$ cat src/rtl/cnn_pkg.sv
// cnn_pkg: shared constants, FSM state type and kernel weights for the
// binary-pixel 3x3 convolution accumulator.
//   ACC_W     : accumulator width (signed two's complement)
//   state_e   : window-processing FSM states
//   W         : 3x3 kernel weights, row-major p0..p8
//   weight_ext: weight k sign-extended to accumulator width
package cnn_pkg;

  localparam int unsigned ACC_W     = 12;
  localparam int unsigned OUT_W     = 8;
  localparam int unsigned PIX_N     = 9;
  localparam int unsigned PIX_CNT_W = 4;
  localparam int unsigned WIN_CNT_W = 10;

  typedef enum logic [1:0] {
    IDLE = 2'd0,
    ACC  = 2'd1,
    POST = 2'd2,
    OUT  = 2'd3
  } state_e;

  localparam logic signed [7:0] W [0:8] = '{
    8'sd64, 8'sd64, 8'sd64, 8'sd64, 8'sd64,
    -8'sd64, -8'sd64, -8'sd64, -8'sd64
  };

  function automatic logic [ACC_W-1:0] weight_ext(input logic [PIX_CNT_W-1:0] k);
    logic [7:0] w;
    w = W[k];
    return {{(ACC_W-8){w[7]}}, w};
  endfunction

endpackage

$ cat src/rtl/conv_sat.sv
// conv_sat: combinational output mapping of the post-bias window sum.
//   val_i : signed ACC_W-bit post-bias sum
//   res_c : OUT_W-bit result byte
// Build option CONV_RELU_EN: clamp to unsigned 0..255 (ReLU).
// Default (macro undefined): saturate to signed -128..127, two's complement.
module conv_sat
  import cnn_pkg::*;
(
  input  logic [ACC_W-1:0] val_i,
  output logic [OUT_W-1:0] res_c
);

  logic signed [ACC_W-1:0] val_s;
  assign val_s = signed'(val_i);

`ifdef CONV_RELU_EN
  localparam logic signed [ACC_W-1:0] LO = ACC_W'(0);
  localparam logic signed [ACC_W-1:0] HI = ACC_W'(255);

  always_comb begin
    res_c = val_i[OUT_W-1:0];
    if (val_s < LO) begin
      res_c = '0;
    end else if (val_s > HI) begin
      res_c = 8'hFF;
    end
  end
`else
  localparam logic signed [ACC_W-1:0] LO = -ACC_W'(128);
  localparam logic signed [ACC_W-1:0] HI = ACC_W'(127);

  always_comb begin
    res_c = val_i[OUT_W-1:0];
    if (val_s < LO) begin
      res_c = 8'h80;
    end else if (val_s > HI) begin
      res_c = 8'h7F;
    end
  end
`endif

endmodule

$ cat src/rtl/conv3x3_accum.sv
// conv3x3_accum: accumulates one 3x3 window of binary pixels (p0..p8, one per
// cycle) against fixed kernel weights, adds BIAS, maps the sum to a byte and
// presents it on a valid/ready output. Counts accepted windows per frame.
//   clk, rst (sync, active-high)
//   strt, din        : window start strobe and serial pixel input
//   bsy              : window in flight or result pending
//   dout, dout_vld   : result byte and its valid, held until dout_rdy
//   dout_rdy         : downstream ready
//   frm_done         : one-cycle pulse after the last window of a frame is taken
// Build option CONV_RELU_EN selects ReLU clamping in conv_sat.
module conv3x3_accum
  import cnn_pkg::*;
#(
  parameter int unsigned       NUM_WIN = 676,
  parameter logic signed [7:0] BIAS    = 8'sd0
) (
  input  logic             clk,
  input  logic             rst,
  input  logic             strt,
  input  logic             din,
  output logic             bsy,
  output logic [OUT_W-1:0] dout,
  output logic             dout_vld,
  input  logic             dout_rdy,
  output logic             frm_done
);

  state_e                 state_q, state_d;
  logic [ACC_W-1:0]       acc_q, acc_d;
  logic [PIX_CNT_W-1:0]   pix_cnt_q, pix_cnt_d;
  logic [WIN_CNT_W-1:0]   win_cnt_q, win_cnt_d;
  logic [OUT_W-1:0]       dout_q, dout_d;
  logic                   dout_vld_q, dout_vld_d;
  logic                   frm_done_q, frm_done_d;
  logic                   bsy_q, bsy_d;

  logic [ACC_W-1:0]       post_sum;
  logic [OUT_W-1:0]       sat_c;

  assign post_sum = acc_q + {{(ACC_W-8){BIAS[7]}}, BIAS};

  conv_sat u_sat (
    .val_i (post_sum),
    .res_c (sat_c)
  );

  // Next-state and datapath update
  always_comb begin
    state_d    = state_q;
    acc_d      = acc_q;
    pix_cnt_d  = pix_cnt_q;
    win_cnt_d  = win_cnt_q;
    dout_d     = dout_q;
    dout_vld_d = dout_vld_q;
    frm_done_d = 1'b0;

    unique case (state_q)
      IDLE: begin
        // p0 is on din in the strt cycle itself
        if (strt) begin
          acc_d     = din ? weight_ext(PIX_CNT_W'(0)) : '0;
          pix_cnt_d = PIX_CNT_W'(1);
          state_d   = ACC;
        end
      end
      ACC: begin
        if (din) begin
          acc_d = acc_q + weight_ext(pix_cnt_q);
        end
        if (pix_cnt_q == PIX_CNT_W'(PIX_N - 1)) begin
          pix_cnt_d = '0;
          state_d   = POST;
        end else begin
          pix_cnt_d = pix_cnt_q + PIX_CNT_W'(1);
        end
      end
      POST: begin
        dout_d     = sat_c;
        dout_vld_d = 1'b1;
        state_d    = OUT;
      end
      OUT: begin
        if (dout_vld_q && dout_rdy) begin
          dout_vld_d = 1'b0;
          acc_d      = '0;
          state_d    = IDLE;
          if (win_cnt_q == WIN_CNT_W'(NUM_WIN - 1)) begin
            win_cnt_d  = '0;
            frm_done_d = 1'b1;
          end else begin
            win_cnt_d = win_cnt_q + WIN_CNT_W'(1);
          end
        end
      end
      default: state_d = IDLE;
    endcase

    bsy_d = (state_d != IDLE);
  end

  // State and output registers
  always_ff @(posedge clk) begin
    if (rst) begin
      state_q    <= IDLE;
      acc_q      <= '0;
      pix_cnt_q  <= '0;
      win_cnt_q  <= '0;
      dout_q     <= '0;
      dout_vld_q <= 1'b0;
      frm_done_q <= 1'b0;
      bsy_q      <= 1'b0;
    end else begin
      state_q    <= state_d;
      acc_q      <= acc_d;
      pix_cnt_q  <= pix_cnt_d;
      win_cnt_q  <= win_cnt_d;
      dout_q     <= dout_d;
      dout_vld_q <= dout_vld_d;
      frm_done_q <= frm_done_d;
      bsy_q      <= bsy_d;
    end
  end

  assign bsy      = bsy_q;
  assign dout     = dout_q;
  assign dout_vld = dout_vld_q;
  assign frm_done = frm_done_q;

endmodule

$ cat config.mk
export PLATFORM = sky130hd
export DESIGN_NAME = conv3x3_accum
export DESIGN_NICKNAME = d
export VERILOG_FILES = /design/src/rtl/cnn_pkg.sv /design/src/rtl/conv_sat.sv /design/src/rtl/conv3x3_accum.sv
export SDC_FILE = /design/constraint.sdc
export NUM_CORES = 1
export LEC_CHECK = 0
export ABC_CLOCK_PERIOD_IN_PS = 2350
export CAP_MARGIN = 20
export CORE_MARGIN = 10
export CORE_UTILIZATION = 45
export DETAILED_ROUTE_END_ITERATION = 8
export PLACE_DENSITY = 0.68
export SYNTH_ARGS = -nofsm -noshare
export SYNTH_HDL_FRONTEND = slang
export SYNTH_SLANG_ARGS = --single-unit
$ cat constraint.sdc
create_clock -name clk -period 2.35 [get_ports clk]
set_clock_uncertainty 0.05 [all_clocks]
set_input_delay 0.235 -clock clk [delete_from_list [all_inputs] [get_ports clk]]
set_output_delay 0.235 -clock clk [all_outputs]
set_load 0.02 [all_outputs]
==> flow_summary.toml, run 1 <==
# implementation run metrics
[final_timing]
relSlewSlack = 0.723
slew_viol_final = 0
period_used_share = 0.996
tns_ns = 0
period_needed_ns = 2.34
grt_setup_unrepaired = "yes"
hold_ws_ns = 0.428
timing.fmax_ghz = 0.427
worst_pin_slew_ns = 0.414

[cells_and_area]
drive_gt1_frac = 0.133
fill_cells = 292
logic_area_um2 = 875
mostFrequentLayoutCells = "26 x nor2_1, 26 x dfxtp_1, 15 x clkdlybuf4s50_1"
fin_nets = 203
final_util = 0.573
regArea_um2 = 563
antenna_cells = 0
design_area_um2 = 1780

[worst_setup_path]
critPathLaunch = "pix_cnt_q[1]"
path_class = "reg2reg"
reg2regPathDepth = 10
end_kind = "flop"
path_max_fanout = 7
crit_end = "acc_q[11]"
required_ns = 2.53

[cts]
clkLatencyLatePin_ns = 0.33
cts_max_path_buffers = 2
cts_tree = "built"
cts.sinks = 28
cts_buffers = 3
cts_htree_levels = 1
path_clk_slew_ns = 0.15

[routing]
met1_length_um = 1550
ant_nets = 0
route.met2.wl_um = 1410
drt_iter0_markers = 73
drc = 0
avgRoutedWirePerCell_um = 13.8
vias = 1234
dr.pass1.iters = 4
totalWireLength_um = 3210

[synthesis]
top_area_cell = "dfxtp_1"
ys_cells = 171
avgSynthCellArea_um2 = 8.69
postSynthSeqShare = 0.377
yosys.cell_count.top_type = "dfxtp_1"
synthCells = 171
area_leaders = "dfxtp_1 38%, ha_1 6.7%, nor2_1 6.6%"
flop_cell = "dfxtp_1"
ys_types = 49
fp_nets = 185
yosysWarnings = 0
ys_area_um2 = 1490
ys_seq_elements = 28
netlist.area_leader.share = 0.377

[place]
place_inst = 225
dp_hpwl_um = 2370
portBuffers = 15
place_area_um2 = 1670

[run_status]
outcome = "finished clean"

[grt]
grt.overflow.total = 0
antenna_found_initial = 0
grt_first_pass_wirelength_um = 5310

[power_and_ir_drop]
p_leak_nw = 0.684
power_mw = 0.875
ir_drop_mv = 0.315
cellPowerDensity_nw_per_um2 = 492

[die]
chipArea_um2 = 6000
fp.dieH_um = 77.5
core-area_um2 = 3100
num_io_pins = 16
die_x_um = 77.5

[min_path]
hp-start = "dout[6]"

[run]
warning_count = 29
==> run 1: timing repair <==
action / in CTS / in global routing
pin swaps: 2 / 3
buffers inserted: 1 / 2
resized: 2 / 8
hold buffers: 0 / 0
setup endpoints to repair: 1 / 2
==> run 1: layer usage <==
layer	vias to the layer above	global-route usage
li1	633	-
met1	570	0.134
met2	25	0.159
met3	6	0.0288
met4	0	0.0310
met5	-	0
==> run 1: layout make-up <==
type,instances,share of cell area
Clock buffer,3,0.0127
Clock inverter,1,0.0169
Inverter,8,0.0169
Multi-Input combinational cell,126,0.492
Sequential cell,28,0.317
Tap cell,44,0.0310
Timing Repair Buffer,22,0.114
==> run 1: cells by family after synthesis <==
kind of cell / share of synthesized area
buffers and inverters: 0.0632
adders and majority gates: 0.0809
DFF: 0.377
AOI/OAI and AO/OA: 0.158
muxes: 0.0202
xor gates and xnor gates: 0.0472
and+or+nand+nor: 0.254
==> run 1: worst max-delay path: stages (launching register included) <==
cell,delay [ns]
dfxtp_2,0.36
inv_2,0.07
ha_1,0.15
nor2b_2,0.05
or2_4,0.30
ha_4,0.23
a211o_1,0.29
buf_4,0.15
a41o_1,0.24
o2111ai_1,0.25
nand3b_1,0.10
==> run 1: report_power, final <==
| part | switching [mW] | total (mW) | internal, mW |
|---|---|---|---|
| registers | 0.00857 | 0.492 | 0.483 |
| logic | 0.0403 | 0.0688 | 0.0285 |
| clock network | 0.142 | 0.314 | 0.172 |
| total | 0.191 | 0.875 | 0.684 |
==> run 1: state kept, by name (all words and copies together) (netlist names) <==
signal,flops
acc_q,6
frm_done,1
bsy,1
dout_vld,1
pix_cnt_q,4
win_cnt_q,10
dout,3
state_q,2
run_1/met1.png
Drawn at 4 px/um.
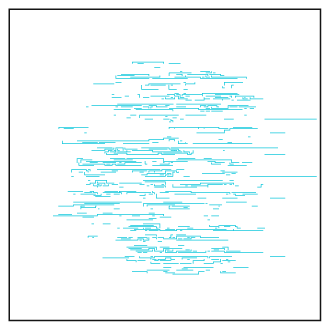
188 nets have wire on it. The longest straight run is 26.7 um. The layer holds 48% of the routed length. The wires run mostly horizontal.

run_1/zoom.png
Window x 46 to 71, y 46 to 71 um. Cells in gray, sequential cells in the stronger gray; small squares are vias.
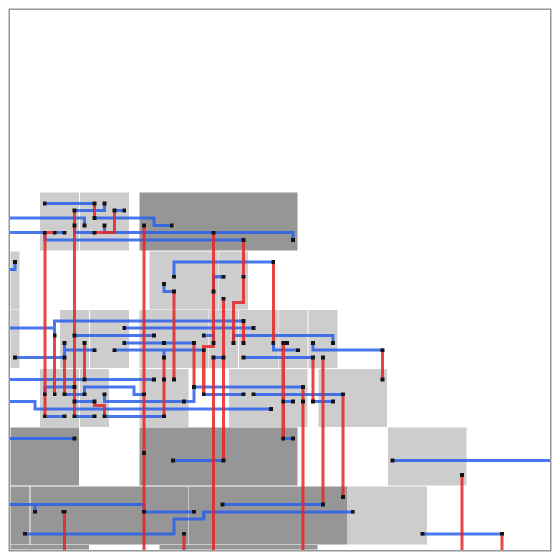
Blue stands for met1. Red stands for met2.
Most frequent: dfxtp_1 (4), nor2_1 (3). Netlist names of flops here include win_cnt_q (3), dout (1). Sequential cells in the window: 4. 22 logic cells have their middle in the window.

run_1/gate_families.png
Drawn at 4 px/um.
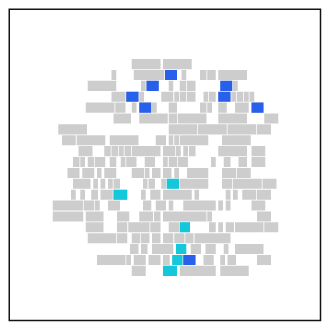
Cyan stands for AND-OR and OR-AND gates, cells 6, most used o21a_1, where bottom center. Blue stands for XOR/XNOR gates, cells 8, where top center.

run_1/registers.png
Drawn at 6 px/um. Other sequential cells in the stronger gray, the rest of the logic in the fainter gray.
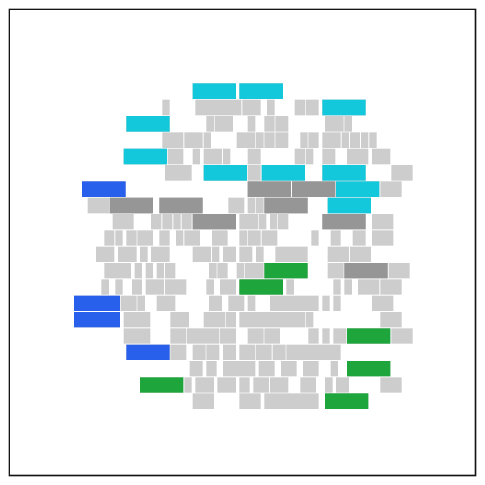

==> run 1 -> run 2 <==
--- a/config.mk
+++ b/config.mk
@@ -11,6 +11,7 @@
 export CORE_UTILIZATION = 45
 export DETAILED_ROUTE_END_ITERATION = 8
 export PLACE_DENSITY = 0.68
+export SETUP_SLACK_MARGIN = 0.02
 export SYNTH_ARGS = -nofsm -noshare
 export SYNTH_HDL_FRONTEND = slang
 export SYNTH_SLANG_ARGS = --single-unit
run_2/registers.png
Drawn at 6 px/um. Other sequential cells in the stronger gray, the rest of the logic in the fainter gray.
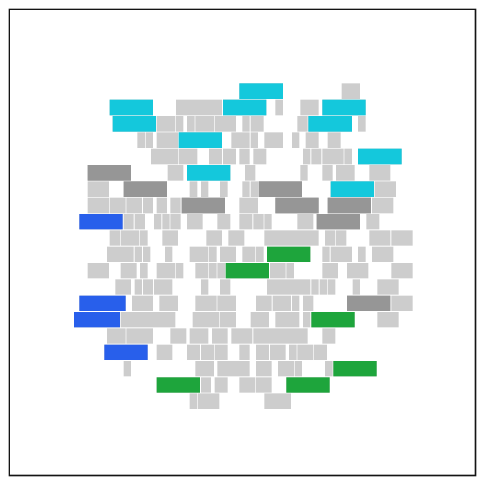
Cyan stands for win_cnt_q, sequential cells 10. Blue stands for pix_cnt_q, sequential cells 4. Green stands for acc_q, sequential cells 6.

run_2/gate_families.png
Drawn at 4 px/um.
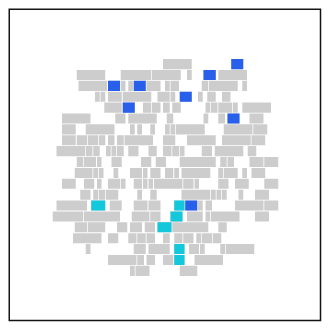
Blue stands for XOR/XNOR gates, cells 8. Cyan stands for AND-OR and OR-AND gates, cells 6, most used o21a_1.

==> flow_summary.toml, run 2 <==
# implementation run metrics
[routing]
drc = 0
ant_nets = 0
dr.pass1.iters = 4
drt_iter0_markers = 104
vias = 1272
totalWireLength_um = 3250
avgRoutedWirePerCell_um = 13.9

[place]
place_inst = 225
dp_hpwl_um = 2360
portBuffers = 15

[synthesis]
yosys.cell_count.top_type = "dfxtp_1"
top_area_cell = "dfxtp_1"
netlist.area_leader.share = 0.377
postSynthSeqShare = 0.377
ys_area_um2 = 1490
fp_nets = 185
flop_cell = "dfxtp_1"
area_leaders = "dfxtp_1 38%, ha_1 6.7%, nor2_1 6.6%"
yosysWarnings = 0
ys_types = 49
ys_cells = 171

[power_and_ir_drop]
p_leak_nw = 0.691
ir_drop_mv = 0.361
p_comb_frac = 0.099
pwr-share-clk = 0.252
seq_power_share = 0.649
cellPowerDensity_nw_per_um2 = 425
p_sw_mw = 0.182
p_sw_frac = 0.240

[die]
fp.dieH_um = 77.5
chipArea_um2 = 6000
num_io_pins = 16
die_x_um = 77.5

[cells_and_area]
design_area_um2 = 1780
antenna_cells = 0
mostFrequentLayoutCells = "26 x nor2_1, 26 x dfxtp_1, 15 x clkdlybuf4s50_1"
regArea_um2 = 563
top_register = "win_cnt_q"
final_util = 0.575

[cts]
clkLatencyLatePin_ns = 0.32
cts.sinks = 28
path_clk_slew_ns = 0.14
cts_max_path_buffers = 2
cts_tree = "built"
cts_htree_levels = 1

[final_timing]
tns_ns = 0
period_used_share = 0.987
grt_setup_unrepaired = "yes"
worst_pin_slew_ns = 0.424
slew_viol_final = 0
period_needed_ns = 2.32
hold_ws_ns = 0.433

[grt]
grtUsageMet3 = 0.0415
use_met1 = 0.125
grt-busiest-layer = "met2"
use_met2 = 0.181
antenna_found_initial = 0

[run]
warning_count = 29

[worst_setup_path]
path_max_fanout = 5
crit_chain = "inv_2 > ha_4 > nor2b_2 > or2_4 > buf_6 > ha_4 > o21a_1 > a2111oi_2 > a41o_1 > nor3_2 > nand3b_1"
end_kind = "flop"
crit_top_cell = "ha_4"
crit_slowest_cell = "a2111oi_2"
slowest_delay_ns = 0.37
path_class = "reg2reg"
critPathLaunch = "pix_cnt_q[1]"
required_ns = 2.52

[run_status]
outcome = "finished clean"
==> run 2: timing repair <==
| action | 4_1_cts | 5_1_grt |
|---|---|---|
| hold buffers | 0 | 0 |
| buffers inserted | 3 | 3 |
| pin swaps | 3 | 4 |
| hold endpoints to repair | 0 | 0 |
| endpoints found under the setup margin | 1 | 2 |
| gates resized | 9 | 1 |
==> run 2: worst paths after layout <==
kind | end | depth (start not counted)
min reg2reg | dout[6] | 2
max | acc_q[11] | 11
max reg2reg | acc_q[11] | 11
min | dout[6] | 2
==> run 2: kinds of logic after synthesis <==
kind of cell / count (synthesis) / synth area share
AOI/OAI and AO/OA: 34 / 0.158
xor gates and xnor gates: 8 / 0.0472
adders and majority gates: 9 / 0.0809
buffers and inverters: 17 / 0.0632
DFF: 28 / 0.377
muxes: 3 / 0.0202
and+or+nand+nor: 72 / 0.254
==> run 2: layout make-up <==
cell class	instances	share of cell area
clock buffer	3	0.0126
inverter	8	0.0168
multi-input combinational	126	0.496
sequential	28	0.316
tap	44	0.0309
timing repair buffer	25	0.128
==> run 2: routing by layer <==
layer  wire length, um  up-vias
met5                 0        -
met3               213        2
li1                  -      638
met4                19        0
met2              1510       30
met1              1510      602
==> run 2: power groups by stage <==
stage          Combinational (mW)  Sequential [mW]  Clock (mW)
5_1_grt                    0.0841            0.493       0.224
4_1_cts                    0.0705            0.491       0.205
2_1_floorplan              0.0433            0.499           0
3_5_place_dp               0.0661            0.500           0
3_3_place_gp               0.0644            0.500           0
6_report                   0.0750            0.491       0.191
==> run 2: critical path, delay by kind of cell (launching register included) <==
family	cells	cell delay, ns
compound gates	3	0.77
flops	1	0.35
fa+ha+maj	2	0.34
buf+inv	2	0.21
simple gates	4	0.50
Power is estimated from default activity; no workload was simulated.
